==> run_1/clock_wires.png <==
The bar under the picture is 50 µm long.
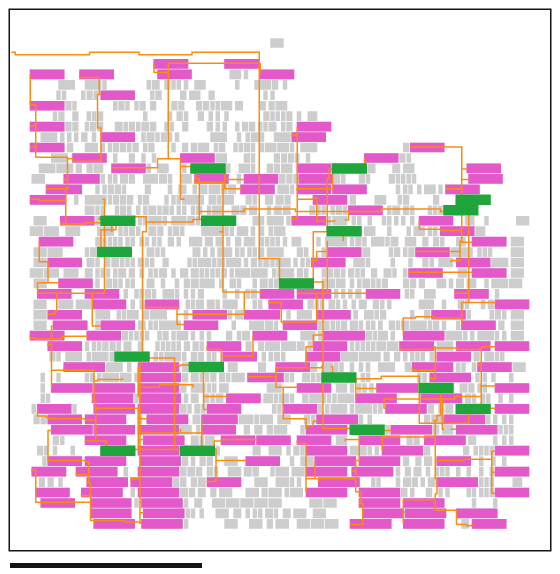
==> run_1/congestion_map.png <==
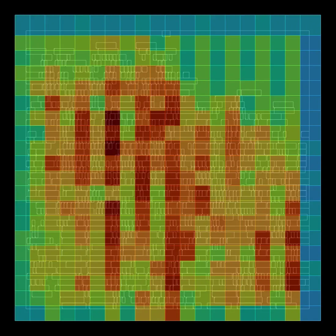
==> run_1/m4.png <==
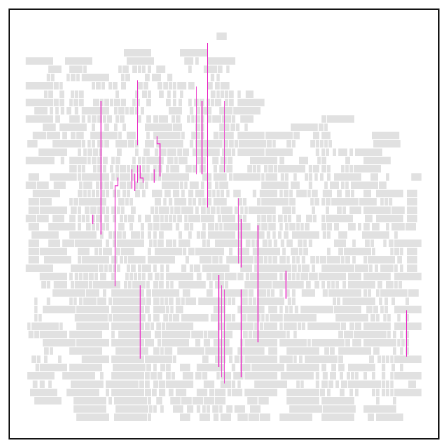
File: src/rtl/rcpu_io_pkg.sv
// rcpu_io_pkg: register offsets and STATUS bit layout
// shared by RCPU I/O bus peripherals.
package rcpu_io_pkg;

  typedef logic [1:0] reg_off_t;

  localparam reg_off_t REG_DATA   = 2'd0;
  localparam reg_off_t REG_STATUS = 2'd1;
  localparam reg_off_t REG_DIV    = 2'd2;
  localparam reg_off_t REG_RSVD   = 2'd3;

  localparam int ST_TX_FULL    = 0;
  localparam int ST_TX_EMPTY   = 1;
  localparam int ST_RX_EMPTY   = 2;
  localparam int ST_RX_OVERRUN = 3;
  localparam int ST_TX_BUSY    = 4;

endpackage

File: src/rtl/rcpu_io_uart_if.sv
// rcpu_io_uart_if: RCPU I/O bus (strobes, address,
// write data, registered read data); master=CPU, slave=peripheral.
interface rcpu_io_uart_if;
  logic        io_read_enable;
  logic        io_write_enable;
  logic [15:0] io_address;
  logic [15:0] io_write_data;
  logic [15:0] io_read_data;

  modport master (
    output io_read_enable,
    output io_write_enable,
    output io_address,
    output io_write_data,
    input  io_read_data
  );

  modport slave (
    input  io_read_enable,
    input  io_write_enable,
    input  io_address,
    input  io_write_data,
    output io_read_data
  );
endinterface

File: src/rtl/rcpu_fifo.sv
// rcpu_fifo: synchronous FIFO, head visible on dout.
// Ports: push/din, pop/dout, full, empty; clk, resetq.
module rcpu_fifo #(
  parameter int WIDTH = 8,
  parameter int DEPTH = 4
) (
  input  logic             clk,
  input  logic             resetq,
  input  logic             push,
  input  logic [WIDTH-1:0] din,
  input  logic             pop,
  output logic [WIDTH-1:0] dout,
  output logic             full,
  output logic             empty
);

  localparam int AW = $clog2(DEPTH);

  logic [WIDTH-1:0] mem [DEPTH];
  logic [AW:0]      wp;
  logic [AW:0]      rp;
  logic             do_push;
  logic             do_pop;

  assign empty = (wp == rp);
  assign full  = (wp[AW] != rp[AW]) &&
                 (wp[AW-1:0] == rp[AW-1:0]);

  // a push into a full FIFO is fine when a pop frees a slot
  assign do_pop  = pop && !empty;
  assign do_push = push && (!full || do_pop);
  assign dout    = mem[rp[AW-1:0]];

  always_ff @(posedge clk or negedge resetq) begin
    if (!resetq) begin
      wp <= '0;
      rp <= '0;
    end else begin
      if (do_push) wp <= wp + (AW+1)'(1);
      if (do_pop)  rp <= rp + (AW+1)'(1);
    end
  end

  always_ff @(posedge clk) begin
    if (do_push) mem[wp[AW-1:0]] <= din;
  end

endmodule

File: src/rtl/rcpu_io_uart.sv
// rcpu_io_uart: 4-register I/O-bus UART (DATA, STATUS, DIV, rsvd)
// Ports: clk, resetq, io (bus slave), uart_tx, uart_rx (8N1).
module rcpu_io_uart #(
  parameter logic [15:0] BASE_ADDR  = 16'h0010,
  parameter logic [15:0] DIV_RESET  = 16'd104,
  parameter int          FIFO_DEPTH = 4
) (
  input  logic            clk,
  input  logic            resetq,
  rcpu_io_uart_if.slave   io,
  output logic            uart_tx,
  input  logic            uart_rx
);

  import rcpu_io_pkg::*;

  localparam logic [1:0] S_IDLE  = 2'd0;
  localparam logic [1:0] S_START = 2'd1;
  localparam logic [1:0] S_DATA  = 2'd2;
  localparam logic [1:0] S_STOP  = 2'd3;

  logic [15:0] off;
  logic        win;
  reg_off_t    sel;
  logic        rd;
  logic        wr;
  logic [15:0] div_q;
  logic [15:0] rd_q;
  logic        rx_ovr;
  logic [15:0] status_w;

  logic       tx_full, tx_empty, tx_push, tx_pop;
  logic [7:0] tx_dout;
  logic       rx_full, rx_empty, rx_push, rx_pop;
  logic [7:0] rx_dout;

  // unsigned wrap makes below-base addresses land far out of window
  assign off = io.io_address - BASE_ADDR;
  assign win = (off < 16'd4);
  assign sel = off[1:0];
  assign rd  = io.io_read_enable && win;
  assign wr  = io.io_write_enable && win;

  assign tx_push = wr && (sel == REG_DATA);
  assign rx_pop  = rd && (sel == REG_DATA);
  assign io.io_read_data = rd_q;

  rcpu_fifo #(.WIDTH(8), .DEPTH(FIFO_DEPTH)) u_tx_fifo (
    .clk(clk), .resetq(resetq),
    .push(tx_push), .din(io.io_write_data[7:0]),
    .pop(tx_pop), .dout(tx_dout),
    .full(tx_full), .empty(tx_empty)
  );

  // ---------------- TX engine ----------------
  logic [1:0]  tx_st;
  logic [15:0] tx_cnt;
  logic [2:0]  tx_bit;
  logic [7:0]  tx_sh;
  logic        tx_tick;

  assign tx_tick = (tx_cnt == 16'd0);
  // STOP chains straight into the next START
  assign tx_pop  = !tx_empty &&
                   ((tx_st == S_IDLE) ||
                    ((tx_st == S_STOP) && tx_tick));

  always_ff @(posedge clk or negedge resetq) begin
    if (!resetq) begin
      tx_st  <= S_IDLE;
      tx_cnt <= '0;
      tx_bit <= '0;
      tx_sh  <= '0;
    end else if (tx_pop) begin
      tx_st  <= S_START;
      tx_sh  <= tx_dout;
      tx_cnt <= div_q;
    end else if (tx_st != S_IDLE) begin
      if (!tx_tick) begin
        tx_cnt <= tx_cnt - 16'd1;
      end else begin
        tx_cnt <= div_q;
        unique case (tx_st)
          S_START: begin
            tx_st  <= S_DATA;
            tx_bit <= '0;
          end
          S_DATA: begin
            tx_sh  <= tx_sh >> 1;
            tx_bit <= tx_bit + 3'd1;
            if (tx_bit == 3'd7) tx_st <= S_STOP;
          end
          default: tx_st <= S_IDLE;
        endcase
      end
    end
  end

  always_comb begin
    uart_tx = 1'b1;
    unique case (tx_st)
      S_START: uart_tx = 1'b0;
      S_DATA:  uart_tx = tx_sh[0];
      default: uart_tx = 1'b1;
    endcase
  end

  // ---------------- RX engine ----------------
  logic        rx_m, rx_s, rx_prev;
  logic [1:0]  rx_st;
  logic [15:0] rx_cnt;
  logic [2:0]  rx_bit;
  logic [7:0]  rx_sh;
  logic        rx_tick;
  logic [15:0] half;

  // (DIV+1)/2 without a 17-bit intermediate
  assign half    = {1'b0, div_q[15:1]} + {15'd0, div_q[0]};
  assign rx_tick = (rx_cnt == 16'd0);
  assign rx_push = (rx_st == S_STOP) && rx_tick && rx_s;

  always_ff @(posedge clk or negedge resetq) begin
    if (!resetq) begin
      rx_m    <= 1'b1;
      rx_s    <= 1'b1;
      rx_prev <= 1'b1;
    end else begin
      rx_m    <= uart_rx;
      rx_s    <= rx_m;
      rx_prev <= rx_s;
    end
  end

  always_ff @(posedge clk or negedge resetq) begin
    if (!resetq) begin
      rx_st  <= S_IDLE;
      rx_cnt <= '0;
      rx_bit <= '0;
      rx_sh  <= '0;
    end else if (rx_st == S_IDLE) begin
      if (rx_prev && !rx_s) begin
        rx_st  <= S_START;
        rx_cnt <= (half == 16'd0) ? 16'd0 : half - 16'd1;
      end
    end else if (!rx_tick) begin
      rx_cnt <= rx_cnt - 16'd1;
    end else begin
      rx_cnt <= div_q;
      unique case (rx_st)
        S_START: begin
          rx_bit <= '0;
          rx_st  <= rx_s ? S_IDLE : S_DATA;
        end
        S_DATA: begin
          rx_sh  <= {rx_s, rx_sh[7:1]};
          rx_bit <= rx_bit + 3'd1;
          if (rx_bit == 3'd7) rx_st <= S_STOP;
        end
        default: rx_st <= S_IDLE;
      endcase
    end
  end

  rcpu_fifo #(.WIDTH(8), .DEPTH(FIFO_DEPTH)) u_rx_fifo (
    .clk(clk), .resetq(resetq),
    .push(rx_push), .din(rx_sh),
    .pop(rx_pop), .dout(rx_dout),
    .full(rx_full), .empty(rx_empty)
  );

  // ---------------- registers ----------------
  always_comb begin
    status_w = '0;
    status_w[ST_TX_FULL]    = tx_full;
    status_w[ST_TX_EMPTY]   = tx_empty;
    status_w[ST_RX_EMPTY]   = rx_empty;
    status_w[ST_RX_OVERRUN] = rx_ovr;
    status_w[ST_TX_BUSY]    = (tx_st != S_IDLE);
  end

  always_ff @(posedge clk or negedge resetq) begin
    if (!resetq) begin
      div_q <= DIV_RESET;
    end else if (wr && (sel == REG_DIV)) begin
      div_q <= io.io_write_data;
    end
  end

  // a pop in the same cycle still makes room, so no overrun then
  always_ff @(posedge clk or negedge resetq) begin
    if (!resetq) begin
      rx_ovr <= 1'b0;
    end else if (rx_push && rx_full && !rx_pop) begin
      rx_ovr <= 1'b1;
    end else if (rd && (sel == REG_STATUS)) begin
      rx_ovr <= 1'b0;
    end
  end

  always_ff @(posedge clk or negedge resetq) begin
    if (!resetq) begin
      rd_q <= '0;
    end else if (rd) begin
      unique case (1'b1)
        (sel == REG_DATA):
          rd_q <= rx_empty ? 16'h0000 : {8'h00, rx_dout};
        (sel == REG_STATUS):
          rd_q <= status_w;
        (sel == REG_DIV):
          rd_q <= div_q;
        default:
          rd_q <= 16'h0000;
      endcase
    end
  end

endmodule

File: src/flat_wrapper.sv
// flat-port wrapper written by rule: the top's interface ports become plain ports
module rcpu_io_uart_flat import rcpu_io_pkg::*;
#(
  parameter logic [15:0] BASE_ADDR  = 16'h0010,
  parameter logic [15:0] DIV_RESET  = 16'd104,
  parameter int          FIFO_DEPTH = 4
)
  (clk, resetq, uart_tx, uart_rx, io_io_read_enable, io_io_write_enable, io_io_address, io_io_write_data, io_io_read_data);
  rcpu_io_uart_if io_i ();
  input  logic clk;
  input  logic resetq;
  output logic uart_tx;
  input  logic uart_rx;
  input wire logic [$bits(io_i.io_read_enable)-1:0] io_io_read_enable;
  input wire logic [$bits(io_i.io_write_enable)-1:0] io_io_write_enable;
  input wire logic [$bits(io_i.io_address)-1:0] io_io_address;
  input wire logic [$bits(io_i.io_write_data)-1:0] io_io_write_data;
  output wire logic [$bits(io_i.io_read_data)-1:0] io_io_read_data;
  assign io_i.io_read_enable = io_io_read_enable;
  assign io_i.io_write_enable = io_io_write_enable;
  assign io_i.io_address = io_io_address;
  assign io_i.io_write_data = io_io_write_data;
  assign io_io_read_data = io_i.io_read_data;
  rcpu_io_uart #(.BASE_ADDR(BASE_ADDR), .DIV_RESET(DIV_RESET), .FIFO_DEPTH(FIFO_DEPTH)) u_core (.clk(clk), .resetq(resetq), .io(io_i), .uart_tx(uart_tx), .uart_rx(uart_rx));
endmodule
File: config.mk
export PLATFORM = sky130hd
export DESIGN_NAME = rcpu_io_uart_flat
export DESIGN_NICKNAME = d
export VERILOG_FILES = /design/src/rtl/rcpu_io_pkg.sv /design/src/rtl/rcpu_io_uart_if.sv /design/src/rtl/rcpu_fifo.sv /design/src/rtl/rcpu_io_uart.sv /design/src/flat_wrapper.sv
export SDC_FILE = /design/constraint.sdc
export NUM_CORES = 1
export LEC_CHECK = 0
export ABC_AREA = 1
export CORE_MARGIN = 5
export CORE_UTILIZATION = 55
export CTS_BUF_LIST = sky130_fd_sc_hd__clkbuf_16
export DETAILED_ROUTE_END_ITERATION = 16
export PLACE_DENSITY = 0.82
export SETUP_SLACK_MARGIN = 0.3
export SKIP_LAST_GASP = 1
export SYNTH_ARGS = -nofsm -noshare
export SYNTH_HDL_FRONTEND = slang
export SYNTH_HIERARCHICAL = 1
export SYNTH_SLANG_ARGS = --single-unit
File: constraint.sdc
create_clock -name clk -period 3.72 [get_ports clk]
set_input_delay 0.372 -clock clk [delete_from_list [all_inputs] [get_ports clk]]
set_output_delay 0.372 -clock clk [all_outputs]
set_load 0.01 [all_outputs]
==> metrics.cfg, run 1 <==
[outcome]
outcome = finished, final reports clean

[sta]
rsz0062_at_grt = false
layout_setup_ws_ps = 734
tns_ps = 0
whs_ps = 63.9
period_used_pct = 80.3
drv_slew = 0

[synth]
synth_top_area_share_pct = 26.7
ys_sh_mux_pct = 1.92
top_cells_by_count = 280 x nand2_1, 126 x nor2_1, 108 x inv_1
topCombFamilyByArea = simple AND/OR/NAND/NOR gates
ys_types = 44
simple_gate_share_pct = 26.4
yosys_area_mm2 = 0.00937
synthCells = 1108

[grt]
grt_usage_pct = 23.7
grt_pass1_wl_mm = 37.6

[cells_and_area]
n_all_buffers = 62
antenna_cells = 0
final_area_mm2 = 0.0107
logic_gates = 801
num-nonclk-inverters = 113
sh_seq_area_pct = 42.9
lay_top_cells = 280 x nand2_1, 126 x nor2_1, 108 x inv_1
fin_cells = 1398
seq_area_mm2 = 0.00458

[clock_network]
cts_sinks = 170
cts_buffers = 17
root_buffer = clkbuf_16
cts_buffer_depth = 2
cts_resized = 0

[pwr]
p_leak_uw = 0.00481
internal_power_uw = 3280
p_per_area_mw_per_mm2 = 446
pwr-share-seq_pct = 45.1
p_sw_share_pct = 31.1
p_seq_uw = 2150
p_comb_share_pct = 18.0

[floorplanning]
die.size.y_um = 141
io_pins = 54
chip_area_mm2 = 0.0197
core_area_mm2 = 0.0166

[placement]
postPlaceCellArea_mm2 = 0.0101
gp_congestion = 0.925
io_buffers = 53
dp_cells = 1366

[setup_path]
critPathKind = reg2reg
path_buffers = 3
reg2reg_slack_ps = 730
path_common_cell = nand2_2
cp.depth = 14
worstPathMaxFanout = 9
required_ps = 3780

[drt]
routed_via_density = 5.66
met2_length_mm = 10.9
wl_met3_mm = 1.53
top_layer_used = met4

Back to the opening pictures, clock_wires.png:
Green stands for clock-net drivers, count 17. Magenta stands for flip-flops, count 170. Orange stands for clock wires, length 1,990 µm.
There are 18 routed clock nets. Position of the flops: widely spread.
Layout Skew: 13.2 ps
clk pwr: 1750 µW
clk ins delay skew pair: 440 ps
clock share of power: 36.9%

Back to the opening pictures, congestion_map.png:
met3 usage: 4.94%
post-route core utilization: 64.2%
met2 usage: 38.6%
met1 GRT Util: 31.6%
DR WL/cell: 16.3 µm

Back to the opening pictures, m4.png:
The longest straight run is 53.7 µm. The wires run mostly vertical.

--- run 2 (diff from run 1) ---
--- a/config.mk
+++ b/config.mk
@@ -10,7 +10,7 @@
 export CORE_UTILIZATION = 55
 export CTS_BUF_LIST = sky130_fd_sc_hd__clkbuf_16
 export DETAILED_ROUTE_END_ITERATION = 16
-export PLACE_DENSITY = 0.82
+export PLACE_DENSITY = 0.85
 export SETUP_SLACK_MARGIN = 0.3
 export SKIP_LAST_GASP = 1
 export SYNTH_ARGS = -nofsm -noshare
==> constraint.sdc (replaced) <==
create_clock -name clk -period 2.6 [get_ports clk]
set_input_delay 0.26 -clock clk [delete_from_list [all_inputs] [get_ports clk]]
set_output_delay 0.26 -clock clk [all_outputs]
set_load 0.01 [all_outputs]
==> run_2/pinout.png <==
Pins as bars across the die edge, other pins in grey.
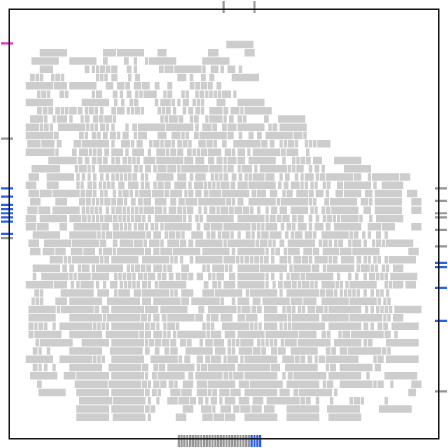
Blue stands for `io_io_write_data`, pins 16, direction input, edge 8 left, 4 right, 4 bottom. Magenta stands for `clk`, pins 1, direction input, edge left.
All pins by edge: 30 bottom, 11 left, 11 right, 2 top.
PortBufs: 53
Die X-Extent: 141 µm
die y size: 141 µm

==> run_2/congestion_map.png <==
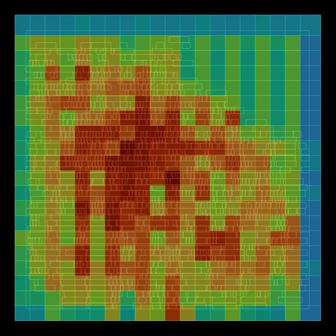
post-route core utilization: 68.1%
GRT Overall Usage: 24.3%

==> metrics.cfg, run 2 <==
[outcome]
outcome = finished, final reports clean

[cells_and_area]
final_area_mm2 = 0.0113
flop-count = 170
n_all_buffers = 110
logic_gates = 802
largest_class = registers
antenna_cells = 0
num-nonclk-inverters = 113
lay_top_cells = 273 x nand2_1, 113 x nor2_1, 104 x inv_1
fin_cells = 1447
area_growth_pct = 20.9

[job]
drv_cap = 0

[clock_network]
ctsHtreeMaxLevel = 4
cts_buffers = 17
root_buffer = clkbuf_16
cts_buffer_depth = 2
cts_resized = 11
clock_latency_ps = 440
cts_sinks = 170

[grt]
met3_usage_pct = 6.03
first_global_vias = 7694
met2_usage_pct = 40.6
gr-usage-met1_pct = 31.5
grt_pass1_wl_mm = 38.4

[pwr]
p_leak_uw = 0.00512
p_comb_share_pct = 19.2
pwr-share-seq_pct = 44.4
pg_comb_uw = 1340
p_per_area_mw_per_mm2 = 616
internal_power_uw = 4830
p_sw_share_pct = 30.8
clockPowerShare_pct = 36.4
switching_power_uw = 2140
powerClk_uw = 2540

[setup_path]
required_ps = 2970
reg2reg_slack_ps = 290
cp.depth = 13
path_common_cell = nand2_1
path_buffers = 2
timing.rr.end = u_core/rx_cnt[14]$_DFFE_PN0P_
worstPathMaxFanout = 6
critPathKind = reg2reg
cp_top_family = simple AND/OR/NAND/NOR gates
reg2reg_depth = 13

[sta]
whs_ps = 229
setup_viol = 0
drv_slew = 0
rsz0062_at_grt = true
tns_ps = 0
period_used_pct = 89.0
layout_setup_ws_ps = 286
fin_skew_ps = 16.0

[min_path]
holdCritPathClass = in2reg
hold_depth = 1

[synth]
top_cells_by_count = 280 x nand2_1, 126 x nor2_1, 108 x inv_1
ys_sh_mux_pct = 1.92
edf_count = 64
simple_gate_share_pct = 26.4
synthCells = 1108
yosys_register_bits = 170
synth_top_area_share_pct = 26.7
avgSynthCellArea_um2 = 8.45
synth-xor-area-share_pct = 2.50
ys_types = 44
yosys_area_mm2 = 0.00937
yosysMostFrequentCell = nand2_1
topCombFamilyByArea = simple AND/OR/NAND/NOR gates

[placement]
dp_cells = 1389
gp_congestion = 0.925
postPlaceCellArea_mm2 = 0.0104

[drt]
top_layer_used = met4
routedWlPerCell_um = 17.5
m1WireLength_mm = 10.2
met2_length_mm = 12.3
initialDrtViolationCount = 921
wl_met3_mm = 1.83
routed_via_density = 5.79

[floorplanning]
core_area_mm2 = 0.0166
io_pins = 54
chip_area_mm2 = 0.0197

==> run_2/ff_map.png <==
Other sequential cells in the stronger grey, the rest of the logic in the fainter grey.
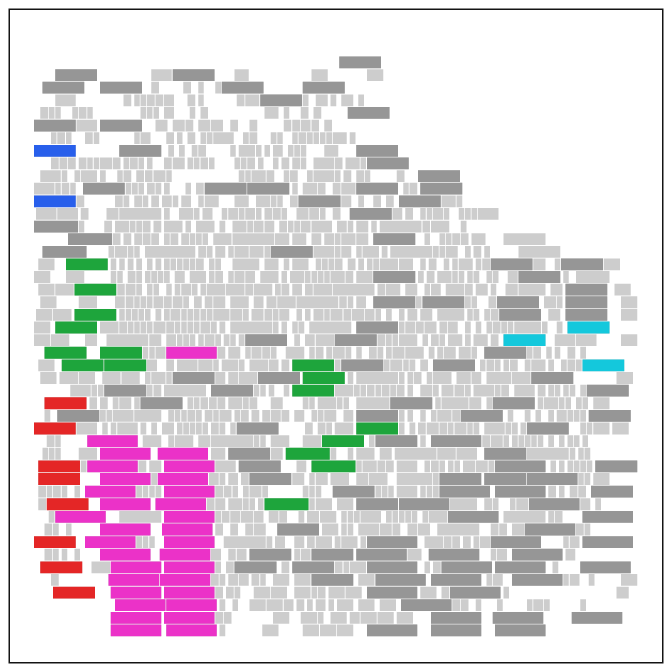
Blue stands for `u_core/rx_st`, flops 2. Green stands for `u_core/div_q`, flops 16. Magenta stands for `u_core/u_rx_fifo/mem`, flops 32, where bottom left. Cyan stands for `u_core/tx_bit`, flops 3. Red stands for `u_core/rx_sh`, flops 8, where bottom left.
fraction of area in registers: 40.4%
power in sequential cells: 3100 µW
Reg area: 0.00458 mm²

Power figures rest on the tool's default switching activity, not on a simulated workload.
